==> src/rtl/mealy_pkg.sv <==
// ---------------------------------------------------------------------------
// mealy_pkg
// Shared definitions for the parametrised Mealy pattern detector.
//   state_t    : three-state controller encoding (2'd3 is unused/illegal)
//   *_MIN/_MAX : legal parameter ranges for PAT_LEN and CNT_W
//   range_ok   : helper used by the elaboration-time parameter check
// ---------------------------------------------------------------------------
package mealy_pkg;

   // Controller states. The spare code 2'd3 is never entered on purpose;
   // the detector treats it as a fault and falls back to S_UNCFG.
   typedef enum logic [1:0] {
      S_UNCFG = 2'd0,
      S_FILL  = 2'd1,
      S_ARMED = 2'd2
   } state_t;

   // Legal parameter ranges.
   localparam int PAT_LEN_MIN = 2;
   localparam int PAT_LEN_MAX = 32;
   localparam int CNT_W_MIN   = 1;
   localparam int CNT_W_MAX   = 32;

   // True when value lies inside [lo, hi].
   function automatic bit range_ok(input int value, input int lo, input int hi);
      return (value >= lo) && (value <= hi);
   endfunction

endpackage

==> src/rtl/mealy_pattern_detector_sat_counter.sv <==
// ---------------------------------------------------------------------------
// sat_counter
// Saturating match counter with a sticky saturation flag.
//   clk     : rising-edge clock
//   reset_n : asynchronous active-low reset
//   clr     : clear count and sat (applied before a same-cycle increment)
//   inc     : increment request
//   count   : registered count, holds at all-ones
//   sat     : registered, sticky; set once count reaches all-ones
// ---------------------------------------------------------------------------
module sat_counter #(
   parameter int CNT_W = 8
) (
   input  logic             clk,
   input  logic             reset_n,
   input  logic             clr,
   input  logic             inc,
   output logic [CNT_W-1:0] count,
   output logic             sat
);

   localparam logic [CNT_W-1:0] CNT_MAX = '1;

   logic [CNT_W-1:0] base_count;
   logic             base_sat;
   logic [CNT_W-1:0] next_count;

   // Clear is applied first, so a clear and an increment in the same cycle
   // leave the counter at one rather than zero. The increment is suppressed
   // at all-ones so the count never wraps.
   always_comb begin
      base_count = clr ? '0 : count;
      base_sat   = clr ? 1'b0 : sat;
      next_count = base_count;
      if (inc && (base_count != CNT_MAX)) begin
         next_count = base_count + 1'b1;
      end
   end

   // Count register and sticky flag; the flag follows the value being
   // written so it rises in the same cycle the count reaches all-ones.
   always_ff @(posedge clk or negedge reset_n) begin
      if (!reset_n) begin
         count <= '0;
         sat   <= 1'b0;
      end else begin
         count <= next_count;
         sat   <= base_sat | (next_count == CNT_MAX);
      end
   end

endmodule

==> src/rtl/mealy_pattern_detector.sv <==
// ---------------------------------------------------------------------------
// mealy_pattern_detector
// Serial-stream Mealy detector: compares the newest PAT_LEN valid bits with
// a runtime-loaded pattern under a don't-care mask, optionally allowing
// overlapping matches, and counts matches in a saturating counter.
//   clk         : rising-edge clock
//   reset_n     : asynchronous active-low reset
//   cfg_load    : strobe; latches pattern/mask/overlap, restarts detection
//   cfg_pattern : pattern, bit PAT_LEN-1 oldest, bit 0 newest
//   cfg_mask    : 1 = compare position, 0 = don't care
//   cfg_overlap : 1 = overlapping matches, 0 = non-overlapping
//   clr_count   : clears match_count and count_sat
//   in_valid    : qualifies in_bit
//   in_bit      : serial data bit
//   match       : combinational Mealy output, same cycle as the input bit
//   armed       : registered; a match is possible on the next valid bit
//   match_count : registered saturating match count
//   count_sat   : registered sticky saturation flag
// ---------------------------------------------------------------------------
module mealy_pattern_detector
   import mealy_pkg::*;
#(
   parameter int PAT_LEN = 4,
   parameter int CNT_W   = 8
) (
   input  logic               clk,
   input  logic               reset_n,
   input  logic               cfg_load,
   input  logic [PAT_LEN-1:0] cfg_pattern,
   input  logic [PAT_LEN-1:0] cfg_mask,
   input  logic               cfg_overlap,
   input  logic               clr_count,
   input  logic               in_valid,
   input  logic               in_bit,
   output logic               match,
   output logic               armed,
   output logic [CNT_W-1:0]   match_count,
   output logic               count_sat
);

   // Enough bits to count up to PAT_LEN-1 history bits.
   localparam int FILL_W = $clog2(PAT_LEN);

   // Reject out-of-range parameters at elaboration.
   generate
      if (!range_ok(PAT_LEN, PAT_LEN_MIN, PAT_LEN_MAX) ||
          !range_ok(CNT_W, CNT_W_MIN, CNT_W_MAX)) begin : g_bad_params
         $error("mealy_pattern_detector: PAT_LEN or CNT_W outside legal range");
      end
   endgenerate

   state_t             state;
   logic [PAT_LEN-1:0] pattern_q;
   logic [PAT_LEN-1:0] mask_q;
   logic               overlap_q;
   logic [PAT_LEN-2:0] hist;
   logic [FILL_W-1:0]  fill;
   logic               armed_q;

   logic [PAT_LEN-1:0] window;
   logic               hit;

   // The comparison window is the stored history with the current bit
   // appended as the newest position. Its low PAT_LEN-1 bits are also the
   // next history value, so one vector serves both the compare and the shift.
   assign window = {hist, in_bit};
   assign hit    = (((window ^ pattern_q) & mask_q) == '0);

   // Mealy output: a configuration load has priority and drops the bit.
   assign match  = in_valid & ~cfg_load & (state == S_ARMED) & hit;
   assign armed  = armed_q;

   // Controller, history shift register and fill counter. A load restarts
   // detection from an empty history in any state. In S_FILL the history
   // collects PAT_LEN-1 bits before arming; in S_ARMED every valid bit is
   // compared and shifted, and a non-overlapping match throws the history
   // away logically by clearing the fill count so PAT_LEN fresh bits are
   // needed for the next match. armed_q is written alongside every state
   // change so it always mirrors "state is S_ARMED" one register deep.
   always_ff @(posedge clk or negedge reset_n) begin
      if (!reset_n) begin
         state     <= S_UNCFG;
         pattern_q <= '0;
         mask_q    <= '0;
         overlap_q <= 1'b0;
         hist      <= '0;
         fill      <= '0;
         armed_q   <= 1'b0;
      end else if (cfg_load) begin
         state     <= S_FILL;
         pattern_q <= cfg_pattern;
         mask_q    <= cfg_mask;
         overlap_q <= cfg_overlap;
         hist      <= '0;
         fill      <= '0;
         armed_q   <= 1'b0;
      end else begin
         case (state)
            S_UNCFG: begin
               armed_q <= 1'b0;
            end
            S_FILL: begin
               if (in_valid) begin
                  hist <= window[PAT_LEN-2:0];
                  fill <= fill + 1'b1;
                  if (fill == FILL_W'(PAT_LEN - 2)) begin
                     state   <= S_ARMED;
                     armed_q <= 1'b1;
                  end
               end
            end
            S_ARMED: begin
               if (in_valid) begin
                  hist <= window[PAT_LEN-2:0];
                  if (hit && !overlap_q) begin
                     fill    <= '0;
                     state   <= S_FILL;
                     armed_q <= 1'b0;
                  end
               end
            end
            default: begin
               state   <= S_UNCFG;
               hist    <= '0;
               fill    <= '0;
               armed_q <= 1'b0;
            end
         endcase
      end
   end

   // A load clears the counter together with the detector state.
   sat_counter #(
      .CNT_W (CNT_W)
   ) u_counter (
      .clk     (clk),
      .reset_n (reset_n),
      .clr     (clr_count | cfg_load),
      .inc     (match),
      .count   (match_count),
      .sat     (count_sat)
   );

endmodule
==> config.mk <==
export PLATFORM = sky130hd
export DESIGN_NAME = mealy_pattern_detector
export DESIGN_NICKNAME = d
export VERILOG_FILES = /design/src/rtl/mealy_pkg.sv /design/src/rtl/mealy_pattern_detector_sat_counter.sv /design/src/rtl/mealy_pattern_detector.sv
export SDC_FILE = /design/constraint.sdc
export NUM_CORES = 1
export LEC_CHECK = 0
export CORE_ASPECT_RATIO = 1.1
export CORE_MARGIN = 2
export CORE_UTILIZATION = 55
export DETAILED_ROUTE_END_ITERATION = 8
export PLACE_DENSITY_LB_ADDON = 0.3
export SYNTH_ARGS = -nofsm -noshare
export SYNTH_HDL_FRONTEND = slang
export SYNTH_SLANG_ARGS = --single-unit
export TNS_END_PERCENT = 1
==> constraint.sdc <==
create_clock -name clk -period 3.8 [get_ports clk]
set_clock_uncertainty 0.15 [all_clocks]
set_input_delay 0.76 -clock clk [delete_from_list [all_inputs] [get_ports clk]]
set_output_delay 0.76 -clock clk [all_outputs]
set_load 0.03 [all_outputs]
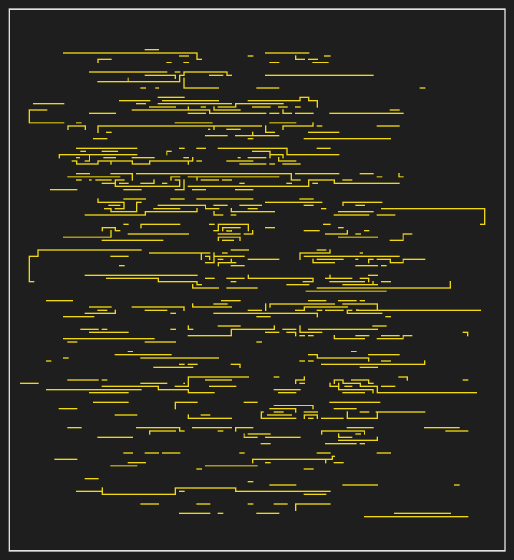
*Metal 1*
wire length on this layer = 1200 um
share of all routed wire = 41%
longest straight run = 17.5 um
nets with wire on the layer = 170
main direction = horizontal

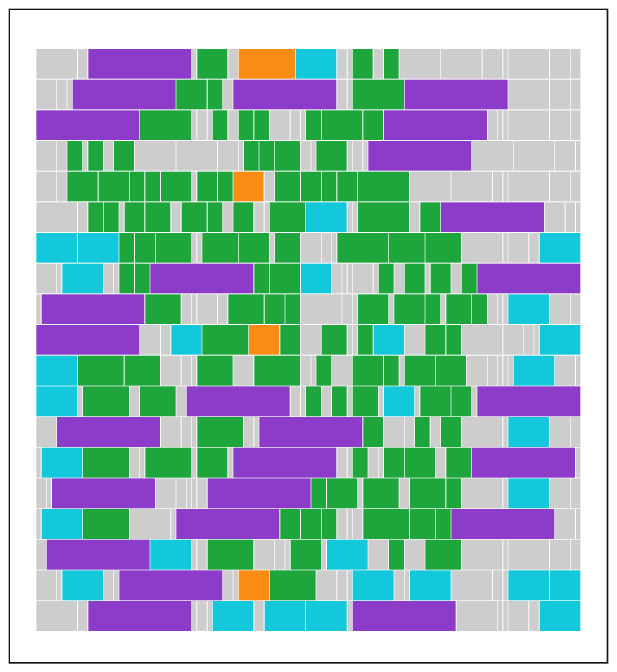
*Cells coloured by class*
Fill, decap, tap and diode cells in grey.
green -> remaining logic cells  # cells 118, share of their area 44%
cyan -> remaining buffers and delay cells  # cells 30, share of their area 17%
purple -> registers  # cells 26, share of their area 38%
orange -> clock drivers and dummy loads  # cells 4, share of their area 2.1%

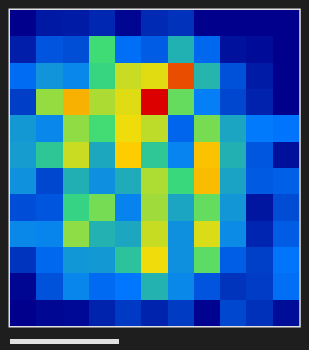
*Wiring heat map*
The bar under the picture is 20 um long. 11 x 12 tiles, from dark blue (low) to red (high), scaled to the fullest tile. Values are wire area over tile area, all layers added.
tiles over half the peak = 21%
mean over tiles = 0.15
emptiest ninth of the die = upper right
densest ninth of the die = centre
nearly empty tiles = 11%
fullest tile = 0.51

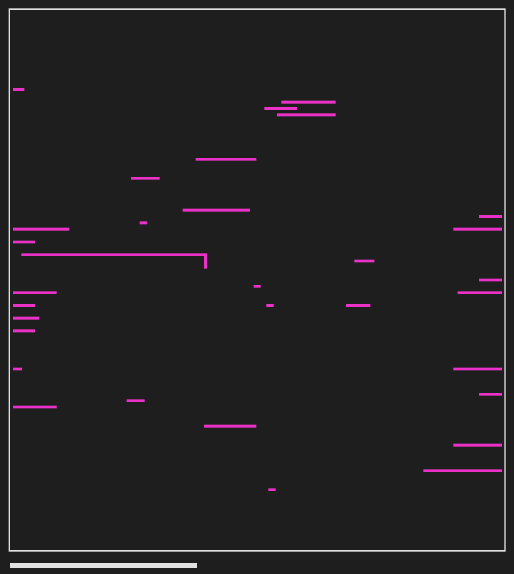
*Metal 3*
The bar under the picture is 20 um long.
nets with wire on the layer = 26
wire length on this layer = 122 um

==> results.yml <==
# generated from flow reports
status:
  run_status: "finished, final reports clean"
power:
  leakage_nw: 0.722
  pwr-share-seq_pct: 48.6
  vdd_ir_drop_max_v: 0.000297
  pg_seq_mw: 0.326
  power.net_switching_mw: 0.222
  finalPower_mw: 0.671
global_routing:
  use_met2_pct: 39.8
  grt_pass1_wl_mm: 5.18
  grt_start_max_net_pins: 27
  antenna_found_initial: 0
setup_path:
  path_cells: "clkdlybuf4s50_1 -> nand2_1 -> nor2_1 -> nand3_1 -> inv_1 -> clkdlybuf4s50_1"
  reg2reg_to: "u_counter.count[5]$_DFF_PN0_"
  crit_cells: 6
logic_synthesis:
  xor_share_pct: 3.03
  syn-cell-area_um2: 1450
  yosysChipArea_um2: 1450
  mux_share_pct: 7.00
  yosys.area_share.simple_pct: 16.2
cells_and_area:
  clock_tree_area_fraction_pct: 2.05
  logic_area_um2: 718
  seq_cell_count: 26
  n_clock_buffer: 4
  bufAreaShareNonClock_pct: 16.2
flow_run:
  tool_warnings: 29
timing:
  hold_viol_final: 0
  post-route-period-util_pct: 91.7
  report.final.slew_viol_count: 0
  setup_viol: 0
  rsz0062_at_grt: "no"
die:
  taps: 31
  die_x_um: 52.9
clock_tree:
  numCtsBuffers: 3
  clock_latency_ns: 0.33
  cts_num_sinks: 26
  cts-root-buf: "clkbuf_4"
drt:
  vias_per_cell: 5.95
  drt_wl_total_mm: 2.95
  dr_wl_met3_um: 122
  drt_iter0_markers: 37
place:
  port_buffers: 25
  gp_congestion: 0.811
  placed_cell_area_um2: 1740
Power and IR drop assume default switching activity.
